File: src/rtl/fetch_sequencer.sv
// Multi-cycle instruction fetch and next-PC sequencer.
// Drives the decoder with a latched instruction and applies its PC select.
module fetch_sequencer #(
   parameter logic [31:0] RESET_PC = 32'h0000_0000,
   parameter int unsigned CNT_W    = 16
) (
   input  logic             clk,
   input  logic             rst,
   output logic             imem_req,
   output logic [31:0]      imem_addr,
   input  logic [31:0]      imem_rdata,
   input  logic             imem_valid,
   input  logic             stall,
   input  logic             pc_src,
   input  logic [1:0]       pc_src2,
   input  logic [31:0]      jr_target,
   output logic [31:0]      pc,
   output logic [31:0]      pc_plus4,
   output logic [31:0]      instr,
   output logic [5:0]       opcode,
   output logic [5:0]       func,
   output logic             instr_valid,
   output logic [CNT_W-1:0] retired,
   output logic             fault
);

   typedef enum logic [1:0] {
      IDLE  = 2'd0,
      FETCH = 2'd1,
      EXEC  = 2'd2
   } state_t;

   state_t      state;
   state_t      state_nxt;
   logic [31:0] pc_nxt;
   logic [31:0] br_off;
   logic        fault_set;
   logic        retire;
   logic        load;

   assign imem_req    = (state == FETCH);
   assign imem_addr   = pc;
   assign pc_plus4    = pc + 32'd4;
   assign opcode      = instr[31:26];
   assign func        = instr[5:0];
   assign instr_valid = (state == EXEC);
   assign br_off      = {{14{instr[15]}}, instr[15:0], 2'b00};

   // Next state, next PC and fault/retire strobes; jumps outrank branches
   always_comb begin
      state_nxt = state;
      pc_nxt    = pc_plus4;
      fault_set = 1'b0;
      retire    = 1'b0;
      load      = 1'b0;
      unique case (state)
         IDLE: state_nxt = FETCH;
         FETCH: begin
            if (imem_valid) begin
               load      = 1'b1;
               state_nxt = EXEC;
            end
         end
         EXEC: begin
            if (!stall) begin
               retire    = 1'b1;
               state_nxt = FETCH;
               unique case (pc_src2)
                  2'd1: pc_nxt = {pc_plus4[31:28], instr[25:0], 2'b00};
                  2'd2: begin
                     pc_nxt    = {jr_target[31:2], 2'b00};
                     fault_set = |jr_target[1:0];
                  end
                  2'd3: fault_set = 1'b1;
                  default: begin
                     if (pc_src) pc_nxt = pc_plus4 + br_off;
                  end
               endcase
            end
         end
         default: state_nxt = IDLE;
      endcase
   end

   // State, PC, instruction latch, saturating retire count, sticky fault
   always_ff @(posedge clk) begin
      if (rst) begin
         state   <= IDLE;
         pc      <= RESET_PC;
         instr   <= '0;
         retired <= '0;
         fault   <= 1'b0;
      end else begin
         state <= state_nxt;
         if (load) instr <= imem_rdata;
         if (retire) begin
            pc <= pc_nxt;
            if (retired != '1) retired <= retired + 1'b1;
         end
         if (fault_set) fault <= 1'b1;
      end
   end

endmodule

File: config.mk
export PLATFORM = sky130hd
export DESIGN_NAME = fetch_sequencer
export DESIGN_NICKNAME = d
export VERILOG_FILES = /design/src/rtl/fetch_sequencer.sv
export SDC_FILE = /design/constraint.sdc
export NUM_CORES = 1
export LEC_CHECK = 0
export CORE_ASPECT_RATIO = 0.6
export CORE_MARGIN = 3
export CORE_UTILIZATION = 40
export CTS_CLUSTER_SIZE = 12
export DETAILED_ROUTE_END_ITERATION = 7
export GPL_TIMING_DRIVEN = 0
export PLACE_DENSITY_LB_ADDON = 0.3
export REMOVE_ABC_BUFFERS = 1
export SYNTH_ARGS = -nofsm -noshare
export SYNTH_HDL_FRONTEND = slang
export SYNTH_SLANG_ARGS = --single-unit
File: constraint.sdc
create_clock -name clk -period 5.1 [get_ports clk]
set_clock_uncertainty 0.2 [all_clocks]
set_input_delay 0.765 -clock clk [delete_from_list [all_inputs] [get_ports clk]]
set_output_delay 0.765 -clock clk [all_outputs]
set_load 0.01 [all_outputs]
==> impl_metrics.csv, run 1 <==
group,metric,value,unit
power,clock_power_share,39.1,%
floorplan,die_height,106,µm
final_layout,final.signal_buffer_count,225,
sta,unrepaired_setup_endpoints_after_global_routing,"false",
final_layout,layout.cell_area.non_filler,8830,µm²
floorplan,fp.coreArea,15800,µm²
final_layout,area.growth.synth_to_final,33.8,%
synth,yosys_area,6600,µm²
clock_tree,clock_path_buffers,2,
synth,synthDominantCellAreaShare,24.6,%
clock_tree,tritoncts.num_buffers,9,
sta,setup_slack,530,ps
final_layout,area.combinational,4350,µm²
synth,synth.cellmix.compoundShare,22.5,%
power,top_power_group,"sequential cells",
hold_path,min_path_type,"flip-flop to flip-flop",
clock_tree,ctsHtreeMaxLevel,3,
final_layout,post-route-util,56.0,%
status,outcome,"completed",
synth,synth_warnings,0,
power,p_total,1.66,mW
synth,synth_dominant_cell_count,"sky130_fd_sc_hd__nand2_1",
global_route,groute.usage.overall,24.4,%
synth,area_leaders,"sky130_fd_sc_hd__dfxtp_1, sky130_fd_sc_hd__nand2_1, sky130_fd_sc_hd__ha_1",
synth,synth-cells-yosys,855,
synth,netlist_area,6600,µm²
global_route,grt_pass1_vias,6019,
clock_tree,postCtsHoldBufs,0,
global_route,largest_net_degree_at_the_start_of_global_routing,84,
final_layout,num-multi-input-gates,663,
synth,synth.distinct_cells,76,
clock_tree,clk_root_buffer_cell,"sky130_fd_sc_hd__clkbuf_16",
sta,setup-tns-final,0,ps
hold_path,min_delay_worst_endpoint,"instr[25]$_SDFFE_PP0P_",
worst_setup_path,critPathMaxFanout,8,
final_layout,n_sequential_cell,81,
worst_setup_path,setup.worst_path.start,"imem_addr[12]$_SDFFE_PP0P_",
detailed_routing,postRouteAntennaNets,0,
final_layout,layout.area.top_class,"multi-input combinational cells",
placed_design,placement.setup.worst_slack,390,ps
global_route,grt.met1_usage,38.4,%
detailed_routing,detailroute.wirelength.met3,2330,µm
hold_path,worstHoldPathCells,2,
placed_design,gp_routability_congestion,0.915,
final_layout,nonClkBufAreaFrac,25.4,%
### Clock network drawn from the DEF, run 1

Scale bar: 50 µm.
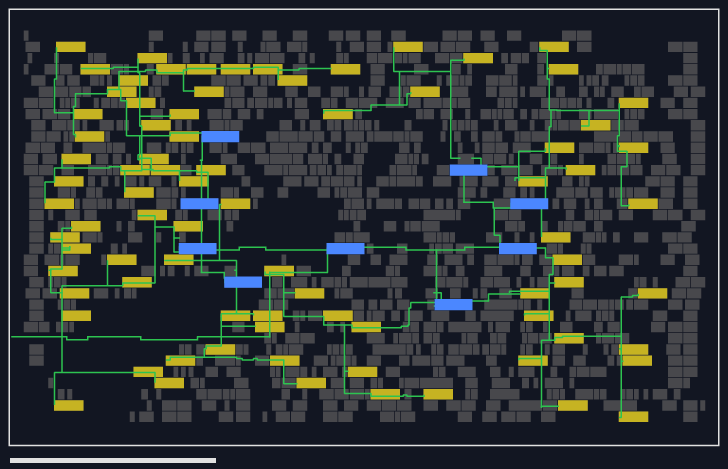
- clock wires: green (length 1320 µm)
- clock-net drivers: blue (count 9)
- flip-flops: yellow (count 81)
- flops lie: all over the die

### Routed metal, one colour a layer, run 1

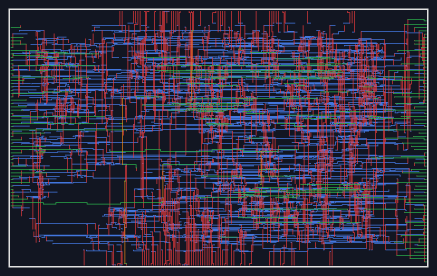
- M4: orange (wire length 119 µm)
- M1: blue (wire length 11600 µm)
- M2: red (wire length 8940 µm)
- M3: green (wire length 2330 µm)

### Nets reached from selected ports, run 1

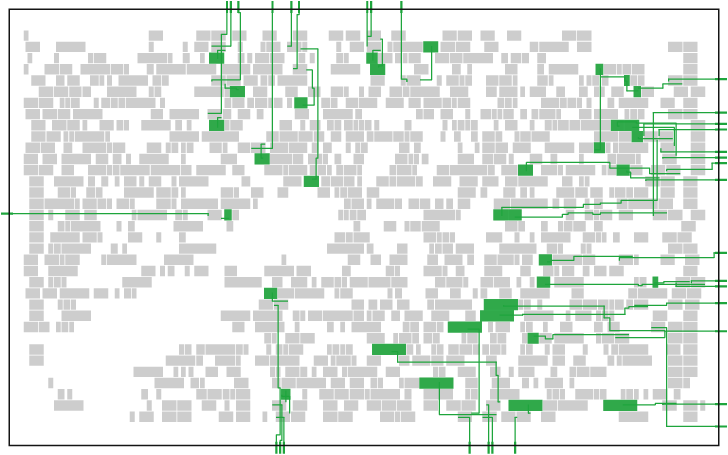
- jr_target: green (direction input; edge 15 right, 9 top, 7 bottom, 1 left; end cells 34; buffers 32; wire 1220 µm)

### Logic cells by family, run 1

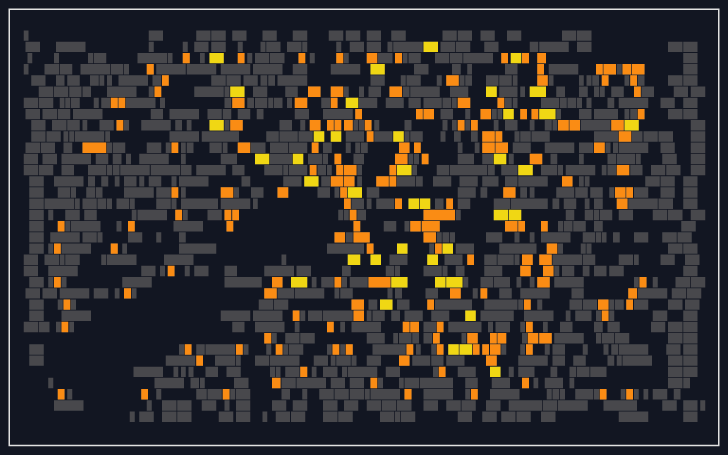

==> run 2: changes to the inputs <==
- CTS_BUF_LIST: unset -> sky130_fd_sc_hd__clkbuf_8
- SKIP_CTS_REPAIR_TIMING: unset -> 1
- clock period: 5.1 -> 5.4 ns (I/O delays scaled with it)
### Logic cells by family, run 2

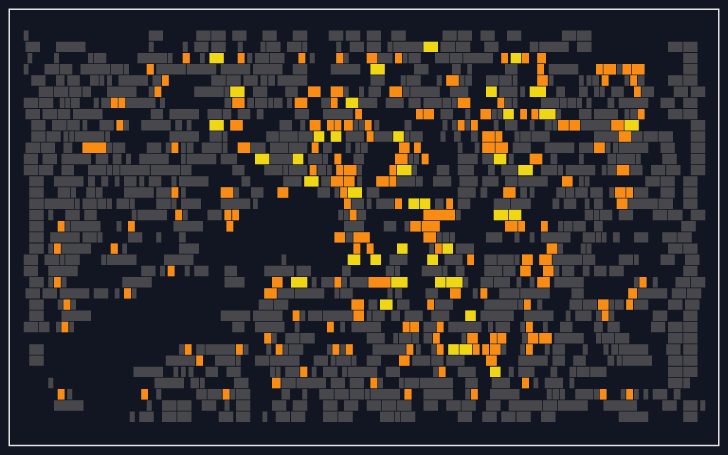
- non-inverting ao/oa cells: yellow (cells 40)
- aoi and oai cells: orange (cells 176; where all over the die)

### Clock network drawn from the DEF, run 2

Scale bar: 50 µm.
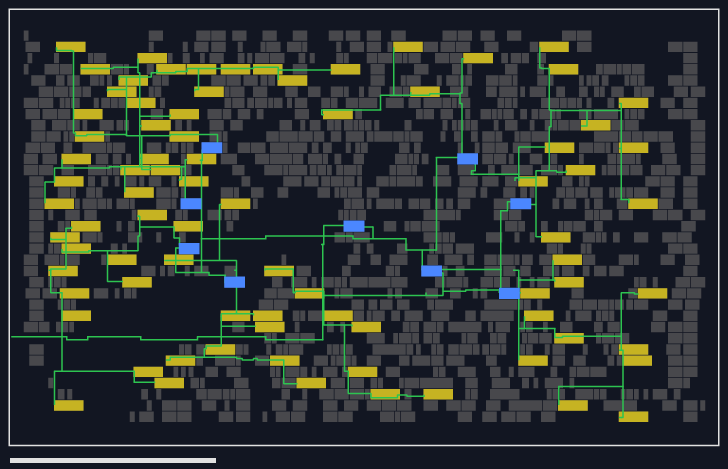
- clock-net drivers: blue (count 9)
- flip-flops: yellow (count 81)
- clock wires: green (length 1330 µm)
- routed clock nets: 10

==> impl_metrics.csv, run 2 <==
group,metric,value,unit
status,outcome,"completed",
sta,unrepaired_setup_endpoints_after_global_routing,"false",
synth,synthDominantCellAreaShare,24.6,%
power,comb_power,0.312,mW
sta,finalHoldWorstSlack,277,ps
detailed_routing,routedWlPerCell,18.9,µm
synth,avgSynthCellArea,7.72,µm²
final_layout,area.growth.synth_to_final,32.1,%
final_layout,layout_top_cell,"sky130_fd_sc_hd__clkdlybuf4s50_1",
detailed_routing,detailedRoute.firstPassIterationCount,5,
synth,synth.cellmix.compoundShare,22.5,%
power,p_seq_share,45.7,%
final_layout,layout.cell_area.non_filler,8720,µm²
detailed_routing,postRouteAntennaNets,0,
global_route,largest_net_degree_at_the_start_of_global_routing,84,
hold_path,min_delay_worst_endpoint,"instr[25]$_SDFFE_PP0P_",
final_layout,nonClkBufAreaFrac,25.7,%
sta,slew_headroom,12.6,%
clock_tree,ctsHtreeMaxLevel,3,
final_layout,final_net_count,1109,
worst_setup_path,worst-endpoint-required,5500,ps
detailed_routing,top_layer_used,"met4",
synth,netlist_area,6600,µm²
worst_setup_path,setup.worst_path.start,"imem_addr[12]$_SDFFE_PP0P_",
floorplan,initial_utilization,41.9,%
synth,area_leaders,"sky130_fd_sc_hd__dfxtp_1, sky130_fd_sc_hd__nand2_1, sky130_fd_sc_hd__ha_1",
clock_tree,clk_root_buffer_cell,"sky130_fd_sc_hd__clkbuf_8",
global_route,grt.met1_usage,38.3,%
worst_setup_path,worstReg2RegEnd,"imem_addr[31]$_SDFFE_PP0P_",
final_layout,n_sequential_cell,81,
synth,yosys_register_bits,81,
sta,setup_slack,434,ps
synth,synth_dominant_cell_count,"sky130_fd_sc_hd__nand2_1",
synth,synth-cells-yosys,855,
power,power.density,162,nW/µm²
placed_design,dp_hpwl,17200,µm
final_layout,register_bank_with_the_most_flops,"instr",
synth,synth_warnings,0,
placed_design,placement.setup.worst_slack,690,ps
final_layout,n_clock_buffer,9,
power,top_power_group,"sequential cells",
final_layout,post_route_cells_drive_above_1_share,5.87,%
worst_setup_path,critPathMaxFanout,8,
worst_setup_path,worstSetupStartpointType,"flip-flop",
final_layout,combAreaFraction,49.8,%
clock_tree,clock_path_buffers,2,
worst_setup_path,timing.reg2reg.setup_slack,430,ps
power,pwr-share-comb,22.2,%
sta,fmax,0.201,GHz
final_layout,final_cells,1208,
worst_setup_path,criticalPathCategory,"flip-flop to flip-flop",
floorplan,fp.coreArea,15800,µm²
detailed_routing,detailroute.wirelength.met3,2370,µm
global_route,groute.usage.overall,24.5,%
worst_setup_path,critPathBufInv,0,
final_layout,area.combinational,4340,µm²
final_layout,count_of_antenna_diodes_in_the_layout,0,
power,p_total,1.41,mW
hold_path,worst_hold_startpoint,"instr[25]$_SDFFE_PP0P_",
clock_tree,cts_tree,"yes",
global_route,grt_pass1_vias,6040,
clock_tree,tritoncts.num_buffers,9,
final_layout,num-fill-cells,1503,
sta,setup-tns-final,0,ps
power,power_clock,0.454,mW
sta,hold_viol,0,
synth,dominantRegCellSynth,"sky130_fd_sc_hd__dfxtp_1",
placed_design,dpl_cell_area,8540,µm²
final_layout,num-multi-input-gates,663,
final_layout,non_clock_inverter_count,20,
hold_path,worstHoldPathCells,2,
power,netSwitchingPower,0.462,mW
placed_design,gp_routability_congestion,0.915,
hold_path,min_path_type,"flip-flop to flip-flop",
final_layout,final.signal_buffer_count,225,
floorplan,die_height,106,µm
synth,synth.distinct_cells,76,
worst_setup_path,crit_path_end,"imem_addr[31]$_SDFFE_PP0P_",
final_layout,layout.area.top_class,"multi-input combinational cells",
synth,yosys_area,6600,µm²
power,clock_power_share,32.2,%
final_layout,post-route-util,55.3,%
final_layout,clock_area_share,2.09,%
### The clock network, run 2

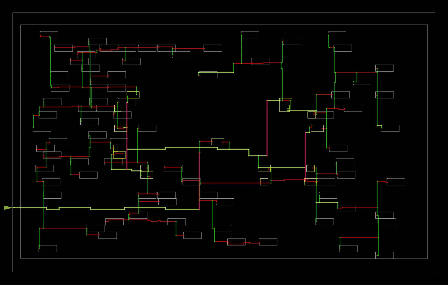

==> run 3: changes to the inputs <==
- CORE_UTILIZATION: 40 -> 25
### The clock network, run 3

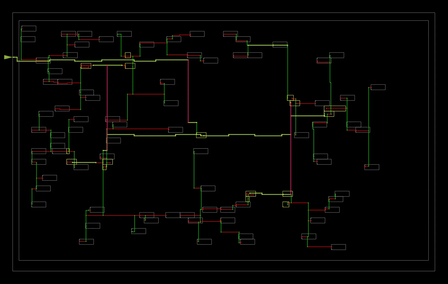
clock buffer count: 9
number of CTS-inserted buffers: 9
clock-net power: 0.475 mW

==> impl_metrics.csv, run 3 <==
group,metric,value,unit
status,outcome,"completed",
clock_tree,clock_path_buffers,2,
detailed_routing,postRouteAntennaNets,0,
synth,netlist_area,6600,µm²
sta,hold_viol,0,
synth,dominantRegCellSynth,"sky130_fd_sc_hd__dfxtp_1",
final_layout,num-fill-cells,2651,
power,comb_power,0.318,mW
worst_setup_path,critPathMaxFanout,8,
sta,fmax,0.216,GHz
hold_path,min_delay_worst_endpoint,"instr[27]$_SDFFE_PP0P_",
final_layout,final.signal_buffer_count,228,
final_layout,layout_top_cell,"sky130_fd_sc_hd__clkdlybuf4s50_1",
power,p_total,1.44,mW
detailed_routing,detailroute.wirelength.met3,1890,µm
synth,synthDominantCellAreaShare,24.6,%
clock_tree,clk_root_buffer_cell,"sky130_fd_sc_hd__clkbuf_8",
detailed_routing,routedWlPerCell,18.9,µm
synth,yosys_register_bits,81,
sta,unrepaired_setup_endpoints_after_global_routing,"false",
final_layout,area.growth.synth_to_final,36.2,%
hold_path,worstHoldPathCells,2,
sta,setup-tns-final,0,ps
synth,avgSynthCellArea,7.72,µm²
worst_setup_path,worstReg2RegEnd,"imem_addr[31]$_SDFFE_PP0P_",
power,top_power_group,"sequential cells",
synth,area_leaders,"sky130_fd_sc_hd__dfxtp_1, sky130_fd_sc_hd__nand2_1, sky130_fd_sc_hd__ha_1",
final_layout,clock_area_share,2.14,%
worst_setup_path,worstSetupStartpointType,"flip-flop",
synth,yosys_area,6600,µm²
final_layout,final_cells,1360,
final_layout,count_of_antenna_diodes_in_the_layout,0,
sta,slew_headroom,12.9,%
final_layout,nonClkBufAreaFrac,25.7,%
synth,synth-cells-yosys,855,
placed_design,gp_routability_congestion,0.898,
global_route,grt.met1_usage,27.3,%
detailed_routing,top_layer_used,"met5",
final_layout,non_clock_inverter_count,20,
final_layout,register_bank_with_the_most_flops,"instr",
placed_design,dp_hpwl,19500,µm
sta,finalHoldWorstSlack,282,ps
clock_tree,cts_tree,"yes",
floorplan,die_height,132,µm
### Nets reached from selected ports, run 3

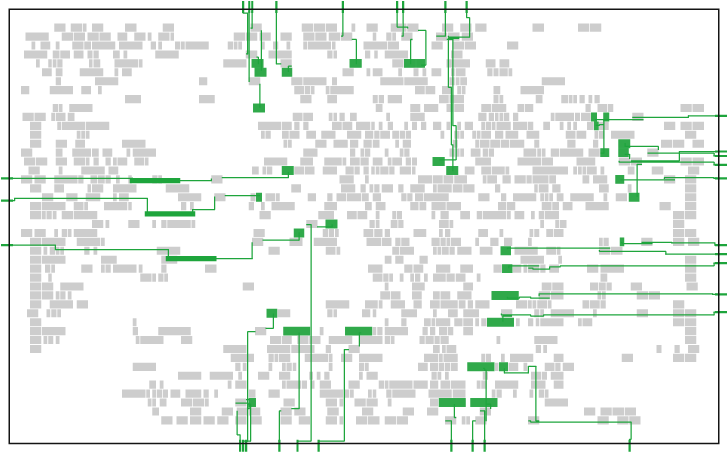
- jr_target: green (direction input; edge 10 bottom, 10 right, 9 top, 3 left; end cells 34; buffers 32; wire 1370 µm)

No activity file was given, so power comes from the tool's default toggle rates.
